### config.mk
export PLATFORM = sky130hd
export DESIGN_NAME = matmul_engine_param
export DESIGN_NICKNAME = d
export VERILOG_FILES = /design/src/rtl/matmul_engine_param.sv
export SDC_FILE = /design/constraint.sdc
export NUM_CORES = 2
export LEC_CHECK = 0
export CAP_MARGIN = 20
export CORE_AREA = 2 2 412 414
export DETAILED_ROUTE_END_ITERATION = 8
export DIE_AREA = 0 0 414 416
export PLACE_DENSITY = 0.77
export SLEW_MARGIN = 20
export SYNTH_ARGS = -nofsm -noshare
export SYNTH_HDL_FRONTEND = slang
export SYNTH_SLANG_ARGS = --single-unit
### constraint.sdc
create_clock -name clk -period 21.3 [get_ports clk]
set_input_delay 5.325 -clock clk [delete_from_list [all_inputs] [get_ports clk]]
set_output_delay 5.325 -clock clk [all_outputs]
set_load 0.02 [all_outputs]
### src/rtl/matmul_engine_param.sv
// Runtime-sized matrix multiplier C = A x B (M x K times K x N, each up to MAX_DIM),
// computing LANES rows of C per MAC cycle. Define MATMUL_SAT_EN for saturating accumulation.
module matmul_engine_param #(
  parameter int DATA_W  = 16,
  parameter int MAX_DIM = 4,
  parameter int LANES   = 2,
  parameter int ACC_W   = 2*DATA_W + $clog2(MAX_DIM)
) (
  input  logic                                clk,
  input  logic                                reset,
  input  logic                                start,
  input  logic                                signed_mode,
  input  logic [$clog2(MAX_DIM+1)-1:0]        m_i,
  input  logic [$clog2(MAX_DIM+1)-1:0]        k_i,
  input  logic [$clog2(MAX_DIM+1)-1:0]        n_i,
  input  logic [DATA_W*MAX_DIM*MAX_DIM-1:0]   a_i,
  input  logic [DATA_W*MAX_DIM*MAX_DIM-1:0]   b_i,
  output logic [ACC_W*MAX_DIM*MAX_DIM-1:0]    c_o,
  output logic                                busy,
  output logic                                done,
  output logic                                err,
  output logic                                ovf
);

  localparam int DIM_W  = $clog2(MAX_DIM+1);
  localparam int SEL_W  = (MAX_DIM > 1) ? $clog2(MAX_DIM) : 1;
  localparam int IDX_W  = $clog2(2*MAX_DIM+1);
  localparam int PROD_W = 2*DATA_W;

  typedef enum logic [1:0] {IDLE, CLEAR, MAC, DONE} state_t;
  state_t state, state_next;

  logic [DATA_W-1:0] a_q   [MAX_DIM][MAX_DIM];
  logic [DATA_W-1:0] b_q   [MAX_DIM][MAX_DIM];
  logic [ACC_W-1:0]  c_mem [MAX_DIM][MAX_DIM];
  logic [DIM_W-1:0]  m_q, k_q, n_q;
  logic              signed_q;
  logic [IDX_W-1:0]  i_idx;
  logic [SEL_W-1:0]  j_idx, p_idx;
  logic              err_q;

  logic              dims_bad, p_last, j_last, rows_done, mac_last;
  logic [IDX_W-1:0]  i_step;

  logic [IDX_W-1:0]  row_full [LANES];
  logic              lane_en  [LANES];
  logic [SEL_W-1:0]  row_sel  [LANES];
  logic [PROD_W-1:0] ext_a    [LANES];
  logic [PROD_W-1:0] ext_b    [LANES];
  logic [PROD_W-1:0] prod     [LANES];
  logic [ACC_W-1:0]  prod_ext [LANES];
  logic [ACC_W-1:0]  c_old    [LANES];
  logic [ACC_W-1:0]  acc_new  [LANES];
`ifdef MATMUL_SAT_EN
  logic [ACC_W:0]    sum      [LANES];
  logic              lane_sat [LANES];
  logic              ovf_q;
`endif

  assign dims_bad = (m_i == '0) || (m_i > DIM_W'(MAX_DIM)) ||
                    (k_i == '0) || (k_i > DIM_W'(MAX_DIM)) ||
                    (n_i == '0) || (n_i > DIM_W'(MAX_DIM));

  assign p_last    = (DIM_W'(p_idx) + DIM_W'(1)) == k_q;
  assign j_last    = (DIM_W'(j_idx) + DIM_W'(1)) == n_q;
  assign i_step    = i_idx + IDX_W'(LANES);
  assign rows_done = i_step >= IDX_W'(m_q);
  assign mac_last  = p_last && j_last && rows_done;

  always_ff @(posedge clk) begin
    if (reset) state <= IDLE;
    else       state <= state_next;
  end

  always_comb begin
    state_next = state;
    case (state)
      IDLE: begin
        if (start) begin
          if (dims_bad) state_next = DONE;
          else          state_next = CLEAR;
        end
      end
      CLEAR:   state_next = MAC;
      MAC:     if (mac_last) state_next = DONE;
      DONE:    state_next = IDLE;
      default: state_next = IDLE;
    endcase
  end

  always_comb begin
    busy = (state == CLEAR) || (state == MAC);
    done = (state == DONE);
  end

  // Operands, dimensions and mode are captured only when a request is accepted.
  always_ff @(posedge clk) begin
    if (state == IDLE && start) begin
      m_q      <= m_i;
      k_q      <= k_i;
      n_q      <= n_i;
      signed_q <= signed_mode;
      for (int r = 0; r < MAX_DIM; r++) begin
        for (int c = 0; c < MAX_DIM; c++) begin
          a_q[r][c] <= a_i[(r*MAX_DIM+c)*DATA_W +: DATA_W];
          b_q[r][c] <= b_i[(r*MAX_DIM+c)*DATA_W +: DATA_W];
        end
      end
    end
  end

  // Masked lanes point at row 0 so the operand muxes never index past the array.
  always_comb begin
    for (int g = 0; g < LANES; g++) begin
      row_full[g] = i_idx + IDX_W'(g);
      lane_en[g]  = (state == MAC) && (row_full[g] < IDX_W'(m_q));
      row_sel[g]  = lane_en[g] ? row_full[g][SEL_W-1:0] : '0;
      ext_a[g]    = signed_q ? PROD_W'($signed(a_q[row_sel[g]][p_idx])) : PROD_W'(a_q[row_sel[g]][p_idx]);
      ext_b[g]    = signed_q ? PROD_W'($signed(b_q[p_idx][j_idx])) : PROD_W'(b_q[p_idx][j_idx]);
      prod[g]     = ext_a[g] * ext_b[g];
      prod_ext[g] = signed_q ? ACC_W'($signed(prod[g])) : ACC_W'(prod[g]);
      c_old[g]    = c_mem[row_sel[g]][j_idx];
`ifdef MATMUL_SAT_EN
      sum[g] = {1'b0, c_old[g]} + {1'b0, prod_ext[g]};
      if (signed_q)
        lane_sat[g] = (c_old[g][ACC_W-1] == prod_ext[g][ACC_W-1]) &&
                      (sum[g][ACC_W-1] != c_old[g][ACC_W-1]);
      else
        lane_sat[g] = sum[g][ACC_W];
      if (!lane_sat[g])
        acc_new[g] = sum[g][ACC_W-1:0];
      else if (signed_q)
        acc_new[g] = prod_ext[g][ACC_W-1] ? {1'b1, {(ACC_W-1){1'b0}}} : {1'b0, {(ACC_W-1){1'b1}}};
      else
        acc_new[g] = '1;
`else
      acc_new[g] = c_old[g] + prod_ext[g];
`endif
    end
  end

  always_ff @(posedge clk) begin
    if (reset) begin
      for (int r = 0; r < MAX_DIM; r++)
        for (int c = 0; c < MAX_DIM; c++)
          c_mem[r][c] <= '0;
      i_idx <= '0;
      j_idx <= '0;
      p_idx <= '0;
      err_q <= 1'b0;
`ifdef MATMUL_SAT_EN
      ovf_q <= 1'b0;
`endif
    end else begin
      case (state)
        IDLE: begin
          if (start) begin
            err_q <= dims_bad;
`ifdef MATMUL_SAT_EN
            ovf_q <= 1'b0;
`endif
          end
        end
        CLEAR: begin
          for (int r = 0; r < MAX_DIM; r++)
            for (int c = 0; c < MAX_DIM; c++)
              c_mem[r][c] <= '0;
          i_idx <= '0;
          j_idx <= '0;
          p_idx <= '0;
        end
        MAC: begin
          for (int g = 0; g < LANES; g++) begin
            if (lane_en[g]) begin
              c_mem[row_sel[g]][j_idx] <= acc_new[g];
`ifdef MATMUL_SAT_EN
              if (lane_sat[g]) ovf_q <= 1'b1;
`endif
            end
          end
          if (!p_last) begin
            p_idx <= p_idx + SEL_W'(1);
          end else begin
            p_idx <= '0;
            if (!j_last) begin
              j_idx <= j_idx + SEL_W'(1);
            end else begin
              j_idx <= '0;
              i_idx <= i_step;
            end
          end
        end
        default: ;
      endcase
    end
  end

  for (genvar r = 0; r < MAX_DIM; r++) begin : g_row
    for (genvar c = 0; c < MAX_DIM; c++) begin : g_col
      assign c_o[(r*MAX_DIM+c)*ACC_W +: ACC_W] = c_mem[r][c];
    end
  end

  assign err = err_q;
`ifdef MATMUL_SAT_EN
  assign ovf = ovf_q;
`else
  assign ovf = 1'b0;
`endif

endmodule

Fig. 1: signal wires on met4
Supply wires on this layer in grey.
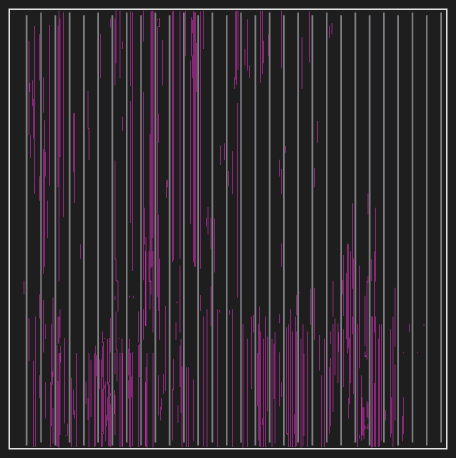
- wire length on this layer: 18700 µm
- longest straight run: 257 µm
vias: 54800
Routed WL: 294000 µm

Fig. 2: sequential cells grouped by signal name
Other sequential cells in the stronger grey, the rest of the logic in the fainter grey.
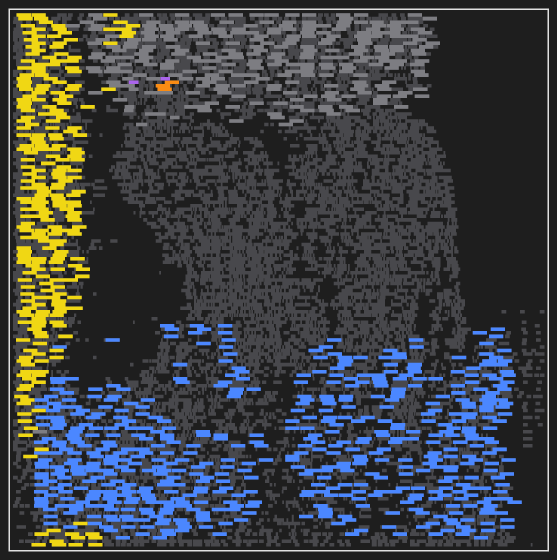
- orange: m_q (sequential cells 3)
- yellow: b_q (sequential cells 256; where a vertical strip on the left)
- blue: c_mem (sequential cells 544)
- purple: p_idx (sequential cells 2)
register area: 32300 µm²
flop share of the area: 35.5%
utilization after layout: 54.1%

Fig. 3: clock nets
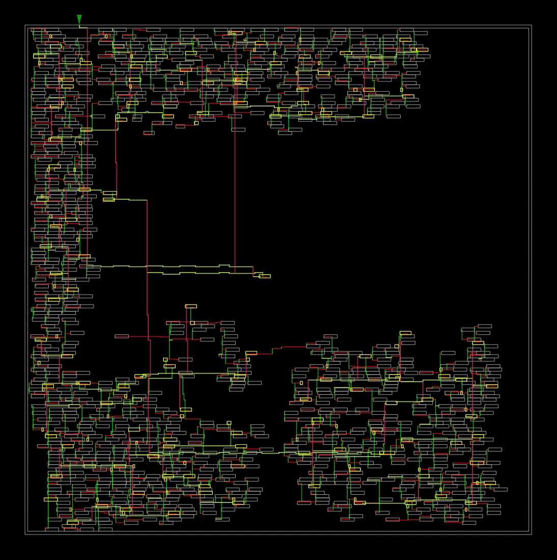
total CTS buffers: 111
worst-skew pair later-pin latency: 0.81 ns

Fig. 4: clock network drawn from the DEF
The bar under the picture is 100 µm long.
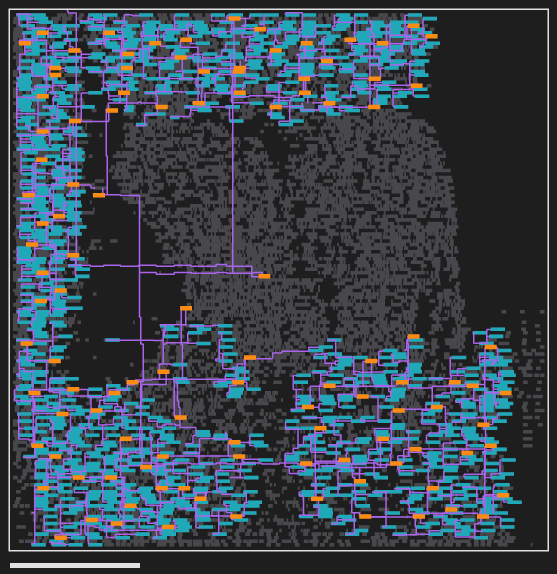
- orange: clock drivers (count 111)
- cyan: flip-flops (count 1078)
- purple: clock wires (length 13600 µm)
- flops lie: spread over the die
- routed clock nets: 112
Max Clock Skew: 0.111 ns

-- sequential cells by signal (all words and copies together), names as in the netlist, named ones only --
| register | count |
|---|---|
| state | 2 |
| k_q | 3 |
| i_idx | 3 |
| b_q | 256 |
| a_q | 256 |
| err | 1 |
| p_idx | 2 |
| n_q | 3 |
| c_mem | 544 |
| m_q | 3 |
| signed_q | 1 |
| j_idx | 2 |
-- stage by stage --
| stage | worst slack [ns] |
|---|---|
| 6_report | 7.87 |
| 5_1_grt | 7.08 |
| 2_1_floorplan | 3.32 |
| 3_3_place_gp | 7.98 |
| 4_1_cts | 7.77 |
| 3_5_place_dp | 7.74 |
==> metrics.csv <==
stage,metric,value,unit
cells_and_area,Fill cells,14100,
setup_path,Worst Reg-to-Reg Cells,44,
final_timing,Final Cycle Share,63.1,%
clock_network,Root Driver,clkbuf_16,
synth,YS chip area,73900,µm²
setup_path,"Data arrival, critical path",13.95,ns
setup_path,crit path buf inv count,8,
floorplan,Core Util at FP,44.0,%
setup_path,FF-to-FF Start,i_idx[1],
setup_path,crit-path max cell delay,0.76,ns
cells_and_area,Area Overhead vs Synth,23.1,%
synth,Main logic family,adder cells,
synth,Top area cell types,"edfxtp_1 (43%), fa_1 (19%), mux4_2 (6.7%)",
global_route,vias in the first global route,54900,
floorplan,Chip Area,172000,µm²
synth,Syn Inst Count,6154,
clock_network,"CTS clk-pin slew, worst paths",0.06,ns
final_timing,setup TNS,0,ns
final_timing,Final min period,13.43,ns
global_route,global-route met1 utilization,42.0,%
worst_hold_path,Min-Delay Path Class,flip-flop to flip-flop,
setup_path,worst setup path start,i_idx[1],
global_route,initial antenna violation count,45,
place,Placed Instances,9274,
synth,"Avg Cell Area, Syn",12.0,µm²
synth,"EDFF count, synth",1066,
clock_network,clock sink count,1078,
setup_path,crit path to,c_mem[2][33],
synth,Synth Cell Area,73900,µm²
setup_path,critical path startpoint category,flip-flop,
setup_path,CP max-delay cell,dfxtp_4,
cells_and_area,fin area,91000,µm²
place,Port Buffer Count,1071,
detailed_routing,WL met3,38900,µm
setup_path,critical path required time,21.82,ns
run,max_cap viols,0,
cells_and_area,Leading cell kind,logic gates,
floorplan,Top-Level Pins,1073,
floorplan,die y size,416,µm
synth,Yosys reg bits,1078,
synth,syn nets,7694,
setup_path,critical path depth,44,
run_status,status,"complete, no violations",
synth,ao+oa area frac,4.16,%
setup_path,CP Capture Type,flip-flop,
detailed_routing,DRT iter0 DRCs,6913,
synth,XOR/XNOR Fraction of Synth Area,2.30,%
cells_and_area,#MultiIn Comb,3968,
cells_and_area,Combinational Area,37600,µm²
